**Run 1: placed standard cells**

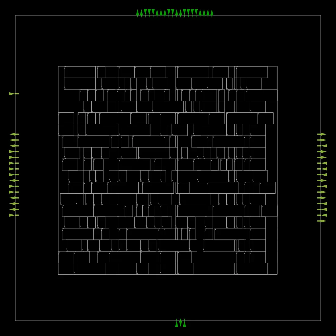
**Run 1: metal 1**

Drawn at 8 px/um. Supply wires on this layer in gray.
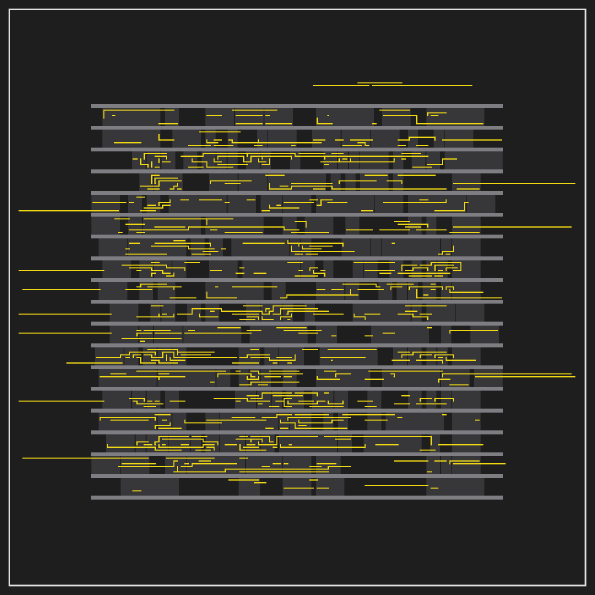
**Run 1: local utilization**

Drawn at 4 px/um. 7 x 7 tiles, from dark blue (low) to red (high), 0 to 100% covered.
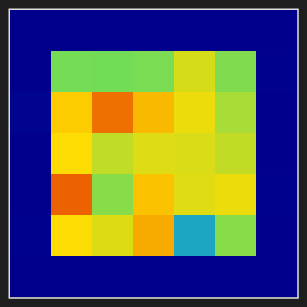
<file path="src/rtl/alu_issue_ctrl.sv">
// Issue controller for a 6-bit ripple ALU: it holds the operands steady while the ALU ripple
// settles, then registers the response. The out_ovf flag is built only with ALU_OVERFLOW_FLAG_EN.
module alu_issue_ctrl #(
  parameter int WIDTH         = 6,
  parameter int SETTLE_CYCLES = 2
) (
  input  logic             clk,
  input  logic             reset_n,
  input  logic             in_valid,
  output logic             in_ready,
  input  logic [WIDTH-1:0] in_a,
  input  logic [WIDTH-1:0] in_b,
  input  logic             in_cin,
  input  logic [3:0]       in_op,
  output logic [WIDTH-1:0] alu_a,
  output logic [WIDTH-1:0] alu_b,
  output logic             alu_cin,
  output logic [3:0]       alu_op,
  input  logic [WIDTH-1:0] alu_result,
  input  logic             alu_carry,
  output logic             out_valid,
  input  logic             out_ready,
  output logic [WIDTH-1:0] out_result,
  output logic             out_carry,
  output logic             out_zero
`ifdef ALU_OVERFLOW_FLAG_EN
  ,output logic            out_ovf
`endif
);

  localparam int         MSB      = WIDTH - 1;
  localparam logic [3:0] CNT_INIT = 4'(SETTLE_CYCLES - 1);

  typedef enum logic [1:0] {IDLE, SETTLE, HOLD} state_t;

  state_t     state, state_nxt;
  logic [3:0] cnt;
  logic       accept, capture;

  assign in_ready = (state == IDLE);

  always_comb begin
    state_nxt = state;
    accept    = 1'b0;
    capture   = 1'b0;
    case (state)
      IDLE:   if (in_valid) begin accept = 1'b1; state_nxt = SETTLE; end
      SETTLE: if (cnt == 4'd0) begin capture = 1'b1; state_nxt = HOLD; end
      HOLD:   if (out_ready) state_nxt = IDLE;
      default: state_nxt = IDLE;
    endcase
  end

`ifdef ALU_OVERFLOW_FLAG_EN
  // Signed overflow is judged against the operands that are actually driving the ALU.
  logic ovf_nxt;
  always_comb begin
    ovf_nxt = 1'b0;
    case (alu_op)
      4'b0010: ovf_nxt = (alu_a[MSB] == alu_b[MSB]) && (alu_result[MSB] != alu_a[MSB]);
      4'b0110: ovf_nxt = (alu_a[MSB] != alu_b[MSB]) && (alu_result[MSB] != alu_a[MSB]);
      default: ovf_nxt = 1'b0;
    endcase
  end
`endif

  always_ff @(posedge clk) begin
    if (!reset_n) begin
      state      <= IDLE;
      cnt        <= '0;
      alu_a      <= '0;
      alu_b      <= '0;
      alu_cin    <= 1'b0;
      alu_op     <= '0;
      out_valid  <= 1'b0;
      out_result <= '0;
      out_carry  <= 1'b0;
      out_zero   <= 1'b0;
`ifdef ALU_OVERFLOW_FLAG_EN
      out_ovf    <= 1'b0;
`endif
    end else begin
      state <= state_nxt;
      if (accept) begin
        alu_a   <= in_a;
        alu_b   <= in_b;
        alu_cin <= in_cin;
        alu_op  <= in_op;
        cnt     <= CNT_INIT;
      end else if (state == SETTLE && cnt != 4'd0) begin
        cnt <= cnt - 4'd1;
      end
      if (capture) begin
        out_valid  <= 1'b1;
        out_result <= alu_result;
        out_carry  <= alu_carry;
        out_zero   <= (alu_result == '0);
`ifdef ALU_OVERFLOW_FLAG_EN
        out_ovf    <= ovf_nxt;
`endif
      end else if (state == HOLD && out_ready) begin
        out_valid <= 1'b0;
      end
    end
  end

endmodule

</file>
<file path="config.mk">
export PLATFORM = sky130hd
export DESIGN_NAME = alu_issue_ctrl
export DESIGN_NICKNAME = d
export VERILOG_FILES = /design/src/rtl/alu_issue_ctrl.sv
export SDC_FILE = /design/constraint.sdc
export NUM_CORES = 1
export LEC_CHECK = 0
export CORE_MARGIN = 10
export CORE_UTILIZATION = 46
export CTS_BUF_LIST = sky130_fd_sc_hd__clkbuf_2
export CTS_CLUSTER_SIZE = 25
export DETAILED_ROUTE_END_ITERATION = 8
export GPL_TIMING_DRIVEN = 0
export PLACE_DENSITY = 0.84
export SLEW_MARGIN = 15
export SYNTH_ARGS = -nofsm -noshare
export SYNTH_HDL_FRONTEND = slang
export SYNTH_SLANG_ARGS = --single-unit
export TNS_END_PERCENT = 20
</file>
<file path="constraint.sdc">
create_clock -name clk -period 3 [get_ports clk]
set_clock_uncertainty 0.15 [all_clocks]
set_input_delay 0.3 -clock clk [delete_from_list [all_inputs] [get_ports clk]]
set_output_delay 0.3 -clock clk [all_outputs]
set_load 0.01 [all_outputs]
</file>
==> results.txt, run 1 <==
Implementation summary

The initial antenna violation count is 0. The share of post-route cells with drive strength above 1 is 8.02%. The required time at the worst-slack endpoint is 2.55 ns.

The beginning of the worst register-to-register path is cnt[0]. Detailed-route iteration 0 reported a violation count of 47. In the final report, the number of pins over their slew limit comes to 0. The pin closest to its max-slew limit shows a slew of 0.454 ns. According to the floorplan log, the row count is 18.

Looking at the power breakdown, the clock network takes 22.3% of the total. The share of the synthesized area in the top cell type is 51.8%. Checking max transition, the worst relative margin is 69.7%. The mean instance size in the synthesized netlist is 8.24 sq um. STA classifies the critical path endpoint as an output port. The max-capacitance violation count is 0.

The I/O pin count is 55. The global-route wire length before repair is 6040 um. The count of tool warnings is 26.

The shortest clock period the worst path allows after layout is 1.92 ns. In this run the vertical extent of the chip is 71.8 um. The repair_antennas step left the layout with diodes totalling 0. The area used by sequential logic in the layout is 641 sq um. The total clock sinks is 32.

The run finished with clean final reports. The flip-flop cell with the highest count after synthesis is sky130_fd_sc_hd__dfxtp_1. The number of global-route vias before repair was 1296.
Back to the opening pictures, 'placed standard cells':
proportion of cell area occupied by registers: 34.6%
utilization of the core after routing: 73.5%
area of the placeable core: 0.00252 sq mm

Back to the opening pictures, 'metal 1':
The layer carries 1440 um of wire. The longest straight run is 16.6 um. 213 nets have wire on it. The layer holds 38% of the routed length. The wires run mostly horizontal.

Back to the opening pictures, 'local utilization':
The fullest tile reaches 89%. The densest ninth of the die: middle. 12% of the tiles are over 75% full.

## run 1: stage by stage
stage / hold slack, ns / std cells / instance area (sq um) / setup slack [ns] / util [%]
5_1_grt: 0.307 / 242 / 1850 / 1.01 / 73.5
3_5_place_dp: 0.298 / 234 / 1810 / 1.06 / 71.9
2_1_floorplan: 0.268 / 150 / 1240 / 1.35 / -
4_1_cts: 0.302 / 242 / 1850 / 1.07 / 73.5
6_report: 0.314 / 242 / 1850 / 1.08 / 73.5
3_3_place_gp: 0.292 / 234 / 1810 / 1.11 / 71.9
## run 1: layout by cell type, fill, tap and decap left out, types with 2 or more instances in the layout
cell type,instances
sky130_fd_sc_hd__inv_1,3
sky130_fd_sc_hd__clkbuf_2,7
sky130_fd_sc_hd__nand2_1,35
sky130_fd_sc_hd__nor2_1,5
sky130_fd_sc_hd__a21oi_1,29
sky130_fd_sc_hd__a211oi_1,3
sky130_fd_sc_hd__nand3_1,7
sky130_fd_sc_hd__clkdlybuf4s50_1,54
sky130_fd_sc_hd__dfxtp_1,32
sky130_fd_sc_hd__clkbuf_1,3
sky130_fd_sc_hd__o21ai_0,10
sky130_fd_sc_hd__buf_2,6
sky130_fd_sc_hd__or4_1,2
sky130_fd_sc_hd__nor3b_1,2
## run 1: logic make-up (layout without fill, tap and decap cells)
group	count (synthesis)	after routing	share of synthesized area, %
compound gates	44	44	18.8
simple gates	60	60	23.8
fa+ha+maj	1	1	1.01
flops	32	32	51.8
buf+inv	13	75	4.55
## run 1: critical path: stages, from the launching register on
cell and delay (ns):
sky130_fd_sc_hd__dfxtp_1 0.43, sky130_fd_sc_hd__nor2_1 0.14, sky130_fd_sc_hd__clkdlybuf4s50_1 0.55
## run 1: sequential cells by signal, indices dropped and copies added, names as in the netlist, 2 cells and up
register,count
alu_b,6
alu_op,4
state,2
out_result,6
cnt,4
alu_a,6
## run 1: path summary, 6_finish.rpt
check        depth (start not counted)  slack, ns       end
max                                  2       1.08  in_ready
min                                  3       0.31  alu_b[5]
max reg2reg                          6       1.14    cnt[0]
min reg2reg                          2       0.32  alu_b[1]
## run 1: per-layer routing
metal	vias to the layer above	global-route usage, %	part of all wire (%)
met5	-	0	0
met2	56	25.2	51
li1	631	-	-
met3	7	7.16	9.7
met4	0	7.74	1.8
met1	593	13.5	38
## run 1: cell type report
class	count	share of cell area, %
inverter	4	0.810
buffer	9	2.23
sequential	32	34.6
clock buffer	7	1.89
timing repair buffer	54	29.2
tap	30	2.03
clock inverter	1	0.203
multi-input combinational	105	29.1
## run 1: power by group through the flow
| stage | sequential (mW) | clock, mW | combinational, mW |
|---|---|---|---|
| CTS | 0.475 | 0.206 | 0.225 |
| global placement | 0.481 | 0 | 0.214 |
| floorplan | 0.492 | 0 | 0.0943 |
| finish | 0.475 | 0.201 | 0.223 |
| detailed placement | 0.484 | 0 | 0.223 |
| global route | 0.480 | 0.224 | 0.241 |
**Run 1: cells by drive strength**

Drawn at 4 px/um.
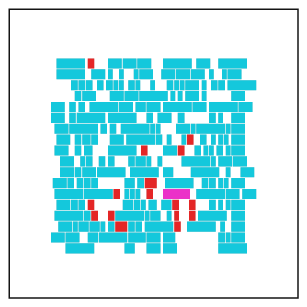

==> run 2: changes to the inputs <==
--- a/config.mk
+++ b/config.mk
@@ -6,12 +6,12 @@
 export NUM_CORES = 1
 export LEC_CHECK = 0
 export CORE_MARGIN = 10
-export CORE_UTILIZATION = 46
+export CORE_UTILIZATION = 42
 export CTS_BUF_LIST = sky130_fd_sc_hd__clkbuf_2
 export CTS_CLUSTER_SIZE = 25
 export DETAILED_ROUTE_END_ITERATION = 8
 export GPL_TIMING_DRIVEN = 0
-export PLACE_DENSITY = 0.84
+export PLACE_DENSITY = 0.77
 export SLEW_MARGIN = 15
 export SYNTH_ARGS = -nofsm -noshare
 export SYNTH_HDL_FRONTEND = slang
==> constraint.sdc (replaced) <==
create_clock -name clk -period 1.9 [get_ports clk]
set_clock_uncertainty 0.15 [all_clocks]
set_input_delay 0.19 -clock clk [delete_from_list [all_inputs] [get_ports clk]]
set_output_delay 0.19 -clock clk [all_outputs]
set_load 0.01 [all_outputs]
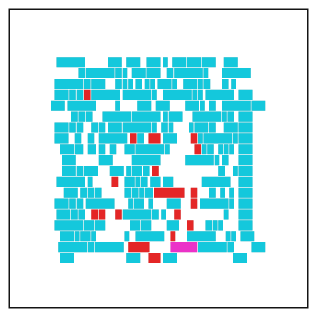
**Above:** run 2 (cells by drive strength).
Drawn at 4 px/um.
Key: drive 1 or less = cyan [cells 193]; drive 2 = red [cells 18]; drive 3 to 4 = magenta [cells 1]

==> results.txt, run 2 <==
Implementation summary

The flow ran to the end, and the final reports show no timing, DRC or antenna violations. The starting DRC count in detailed routing is 64. The end point of the most critical hold path is alu_b[5]. The fraction of synthesized cell area in xor and xnor cells is 0%.

After synthesis, the share of cell area in mux cells is 0%. The total clock sinks is 32. The master of the slowest instance on the critical path is sky130_fd_sc_hd__or3b_2.

In this run the biggest area consumer among cell types represents 51.8% of the synthesized area. The smallest clock period supported by the final layout is computed as 1.82 ns. The total number of placement rows is 19. The required time at the worst endpoint is listed as 2.00 ns. The pin closest to its max-slew limit shows a slew of 0.450 ns. Pins over their slew limit in the final report were tallied at 0. The vertical die dimension is 74.3 um. The worst register-to-register path depth is 6. The first global-routing pass estimated 5800 um of wire. The mean instance size in the synthesized netlist is 8.24 sq um. The sequential cells in the finished layout cover a total of 642 sq um. In the synthesized netlist the dominant register cell turns out to be sky130_fd_sc_hd__dfxtp_1. The initial antenna violation count is 0.

The post-place instance area is 0.00182 sq mm.
==> run 2: cell counts after synthesis <==
Identical to the previous run, type by type.
==> run 2: cells by family (layout without fill, tap and decap cells) <==
logic type / after synthesis / in the layout
AND-OR/OR-AND: 44 / 44
flip-flops: 32 / 32
AND/OR/NAND/NOR: 60 / 60
buffers and inverters: 13 / 75
adder cells (fa/ha/maj): 1 / 1
==> run 2: final cells by class <==
cell class | instances | share of cell area (%)
inverter | 4 | 0.808
timing repair buffer | 54 | 29.1
clock inverter | 3 | 0.741
tap | 31 | 2.09
buffer | 9 | 2.22
multi-input combinational | 105 | 29.2
sequential | 32 | 34.5
clock buffer | 5 | 1.35
==> run 2: worst max-delay path by stage <==
stage / start / end / cells past startpoint
detailed placement: in_valid / alu_a[4] / 6
finish: cnt[0] / cnt[0] / 6
global route: cnt[0] / cnt[0] / 6
floorplan: cnt[0] / cnt[0] / 6
CTS: state[0] / in_ready / 2
global placement: in_valid / alu_b[4] / 6
==> run 2: power by group <==
| group | switching (mW) | total, mW | internal, mW |
|---|---|---|---|
| registers | 0.0295 | 0.748 | 0.719 |
| clock network | 0.232 | 0.315 | 0.0824 |
| logic | 0.168 | 0.352 | 0.183 |
| total | 0.430 | 1.41 | 0.984 |
==> run 2: metal layers <==
layer	global-route usage, %	wire length (um)	vias up
li1	-	-	635
met5	0	0	-
met3	8.38	444	5
met4	4.88	36	0
met2	21.2	1780	43
met1	13.7	1470	571
==> run 2: what timing repair did <==
| action | CTS | global route |
|---|---|---|
| hold buffers | 0 | 0 |
| resized | 0 | 2 |
| setup buffers | 0 | 0 |
| setup endpoints to repair | 0 | 2 |
==> run 2: worst register-to-register path, cell delays in order (launching register included) <==
cell and delay [ns]:
sky130_fd_sc_hd__dfxtp_2 0.36, sky130_fd_sc_hd__inv_1 0.06, sky130_fd_sc_hd__ha_2 0.19, sky130_fd_sc_hd__or3b_2 0.44, sky130_fd_sc_hd__buf_2 0.19, sky130_fd_sc_hd__a211oi_1 0.25, sky130_fd_sc_hd__a211oi_1 0.07
==> run 2: per-stage QoR <==
| step | total power, mW | instances |
|---|---|---|
| 3_3_place_gp | 1.10 | 235 |
| 6_report | 1.41 | 243 |
| 4_1_cts | 1.42 | 243 |
| 3_5_place_dp | 1.11 | 235 |
| 5_1_grt | 1.49 | 243 |
| 2_1_floorplan | 0.926 | 150 |
Power figures rest on the tool's default switching activity, not on a simulated workload.
